==> config.mk <==
export PLATFORM = sky130hd
export DESIGN_NAME = spike_rate_decoder
export DESIGN_NICKNAME = d
export VERILOG_FILES = /design/src/rtl/spike_rate_decoder.sv
export SDC_FILE = /design/constraint.sdc
export NUM_CORES = 1
export LEC_CHECK = 0
export CAP_MARGIN = 15
export CORE_MARGIN = 5
export CORE_UTILIZATION = 50
export DETAILED_ROUTE_END_ITERATION = 10
export GPL_TIMING_DRIVEN = 0
export PLACE_DENSITY = 0.75
export RECOVER_POWER = 50
export SLEW_MARGIN = 20
export SYNTH_ARGS = -nofsm -noshare
export SYNTH_HDL_FRONTEND = slang
export SYNTH_SLANG_ARGS = --single-unit
==> constraint.sdc <==
create_clock -name clk -period 2.1 [get_ports clk]
set_input_delay 0.42 -clock clk [delete_from_list [all_inputs] [get_ports clk]]
set_output_delay 0.42 -clock clk [all_outputs]
set_load 0.02 [all_outputs]
Fig. 1: PDN straps and rails
Bar = 20 µm. Pins as bars on the die edge.
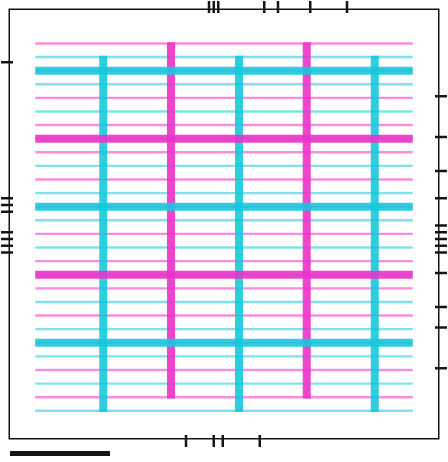
- VDD: magenta
- VSS: cyan
- met4 straps: 5
- met1 rails: 28
- rows: 27
- signal pins: 32
Core Box Area: 5540 µm²
Peak supply drop: 0.421 mV
die width: 85.6 µm
Die H: 85.6 µm

Fig. 2: placed cells, one colour a class
Bar = 20 µm.
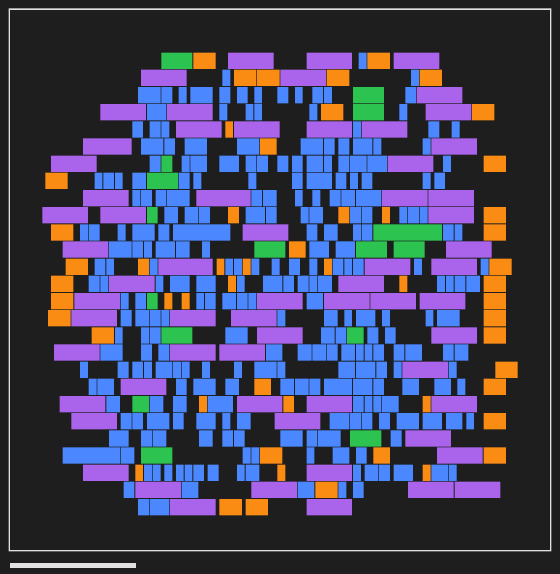
- clock drivers and dummy loads: green (cells 16; share of their area 5.8%)
- flops: purple (cells 63; share of their area 37%)
- all other logic: blue (cells 271; share of their area 45%)
- other buffers and delay cells: orange (cells 53; share of their area 12%)
Cell Rows: 27
Layout Utilization: 0.636
fin area: 3520 µm²
Seq/total area: 0.361

==> GITHUB_STEP_SUMMARY <==
## Synthesis and layout report

| Metric | Value |
|---|---|
| CTS H-tree lvls | 3 |
| Critical path class | in -> reg |
| Flip-flops with a built-in enable | 0 |
| Drt pass-1 iters | 7 |
| Wirelength, routed | 6650 µm |
| Int Pwr | 1.80 mW |
| Layout cells sized above 1 | 0.102 |
| Non-filler cells, final | 475 |
| Worst setup SP type | input pin |
| Full die area | 7320 µm² |
| Min Tclk post-route | 2.00 ns |
| Clock skew | 0.0105 ns |
| Status | complete, no violations |
| Worst EP required | 2.31 ns |
| CP Capture Type | flip-flop |
| Worst hold path type | reg -> reg |
| # DRC | 0 |
| Sw Share | 0.233 |
| CTS Buffer Depth | 2 |
| Wire per inst | 14.0 µm |
| F_max | 0.499 GHz |
| Max_cap viols | 0 |
| Top-area cell share | 0.442 |
| Mean area per synthesized cell | 8.04 µm² |
| First-pass GRT wire length | 11400 µm |
| Comb area | 1510 µm² |
| Post-synth area hogs | dfxtp_1 (44%), nand2_1 (6.7%), a21oi_1 (6.0%), o21ai_0 (5.3%), nor2_1 (4.1%) |
| Synth Cell Area | 2860 µm² |
| Area leader, netlist | dfxtp_1 |
| Most common reg cell | dfxtp_1 |
| Gate power share | 0.039 |
| Vias in the first global route | 2392 |
| Insertion Delay late pin | 0.35 ns |
| Final period util | 0.954 |
| Num CTS Buffers | 9 |
| I/O Buffers | 31 |
| Register share of total power | 0.513 |
| Async SR Flop Fraction | 0 |
| Relative slew slack | 0.434 |
| CP Data Arrival Time | 2.21 ns |
| Post-synth seq share | 0.442 |
| Final Hold Viols | 0 |
| Lkg Pwr | 1.22 nW |
| Distinct lib cells | 41 |
| Clock sink total | 63 |
| CP max FO | 10 |
| WHS Path Cells | 2 |
| Ant. Diodes | 0 |
| Fin Setup TNS | 0 ns |
| Worst reg2reg path depth | 7 |
| Fin nets | 406 |
| CTS tree | built |
| Area grow syn2layout | 23.4% |
| Post-route ant nets | 0 |
| Psw | 0.546 mW |
| Final max-slew violation count | 0 |
| Seq. cell area | 1270 µm² |
| OpenROAD warning count | 27 |
| Cells after Synth | 355 |
| Hpwl dp | 4630 µm |
| Worst Tran Pin Value | 0.846 ns |
| YS warnings | 0 |
| Initial drt markers | 232 |
| Yosys Chip Area | 2860 µm² |
| Init Core Util | 0.515 |
-- layout by cell type (no fill, tap or decap), types with 4 or more instances in the layout --
cell | synthesis | final
dfxtp_1 | 63 | 60
nand2_1 | 51 | 51
a21oi_1 | 34 | 34
nor2_1 | 31 | 30
o21ai_0 | 30 | 30
dlygate4sd3_1 | 0 | 27
nand3_1 | 19 | 18
clkbuf_1 | 17 | 14
inv_1 | 12 | 12
clkbuf_8 | 0 | 10
a31oi_1 | 9 | 9
a32o_1 | 8 | 8
nand4_1 | 7 | 7
mux2i_1 | 5 | 5
nor3_1 | 6 | 5
xnor2_1 | 5 | 5
a211oi_1 | 5 | 5
a31o_2 | 4 | 4
clkdlybuf4s50_1 | 0 | 4
-- cell usage after synthesis, types with 3 or more instances --
master	instances
and4_1	3
clkbuf_1	17
o21ai_0	30
a31o_2	4
buf_2	3
nand2_1	51
a21oi_1	34
a32o_1	8
o31ai_1	3
inv_1	12
nand3_1	19
dfxtp_1	63
nor2b_1	3
a211oi_1	5
and3_1	3
a31oi_1	9
nor3_1	6
xnor2_1	5
nor2_1	31
ha_1	3
mux2i_1	5
nand4_1	7
nand2b_1	3
xor2_1	3
-- stage by stage --
stage	area, µm²	util	power, mW	worst slack [ns]	hold slack, ns
2_1_floorplan	2860	-	1.29	0.173	0.446
3_3_place_gp	3260	0.588	1.32	-0.422	0.446
3_5_place_dp	3260	0.588	1.32	-0.424	0.444
4_1_cts	3470	0.626	2.36	-0.0142	0.456
5_1_grt	3520	0.636	2.43	0.00800	0.471
6_report	3520	0.636	2.35	0.0957	0.449
-- final cells by class --
type,count,share of cell area
buffer,20,0.0259
clock buffer,10,0.0391
clock inverter,6,0.0171
inverter,12,0.0128
multi-input combinational,259,0.428
sequential,63,0.361
tap,72,0.0256
timing repair buffer,33,0.0913
-- metal layers --
| metal | vias to the layer above | track usage | wire, µm |
|---|---|---|---|
| li1 | 1359 | - | - |
| met1 | 1251 | 0.264 | 3190 |
| met2 | 77 | 0.292 | 2960 |
| met3 | 9 | 0.0557 | 415 |
| met4 | 0 | 0.0590 | 86 |
| met5 | - | 0 | 0 |
-- kinds of logic (layout without fill, tap and decap cells) --
logic type,Yosys count,after routing,share of synthesized area
muxes,5,5,0.0175
DFF,63,63,0.442
adders and majority gates,3,3,0.0131
buffers and inverters,33,81,0.0460
and+or+nand+nor,136,136,0.223
xor gates and xnor gates,8,8,0.0245
AOI/OAI and AO/OA,107,107,0.234
-- power groups by stage --
stage	Sequential (mW)	Combinational (mW)	Clock (mW)
after CTS	1.20	0.0930	1.07
after global routing	1.20	0.102	1.12
after global placement	1.23	0.0902	0
after detailed placement	1.23	0.0915	0
after floorplan	1.23	0.0589	0
final	1.20	0.0916	1.05
-- critical path, cell delays in order --
cell,delay [ns]
clkdlybuf4s50_1,0.56
clkbuf_1,0.38
nand4_1,0.32
clkbuf_1,0.32
nand2_1,0.14
a21oi_1,0.09
-- repair_timing --
action | CTS | global route
hold buffers | 0 | 0
gates resized | 6 | 16
buffers inserted | 0 | 2
hold endpoints to repair | 0 | 0
pin swaps | 0 | 1
setup endpoints to repair | 26 | 29
No activity file was given, so power comes from the tool's default toggle rates.
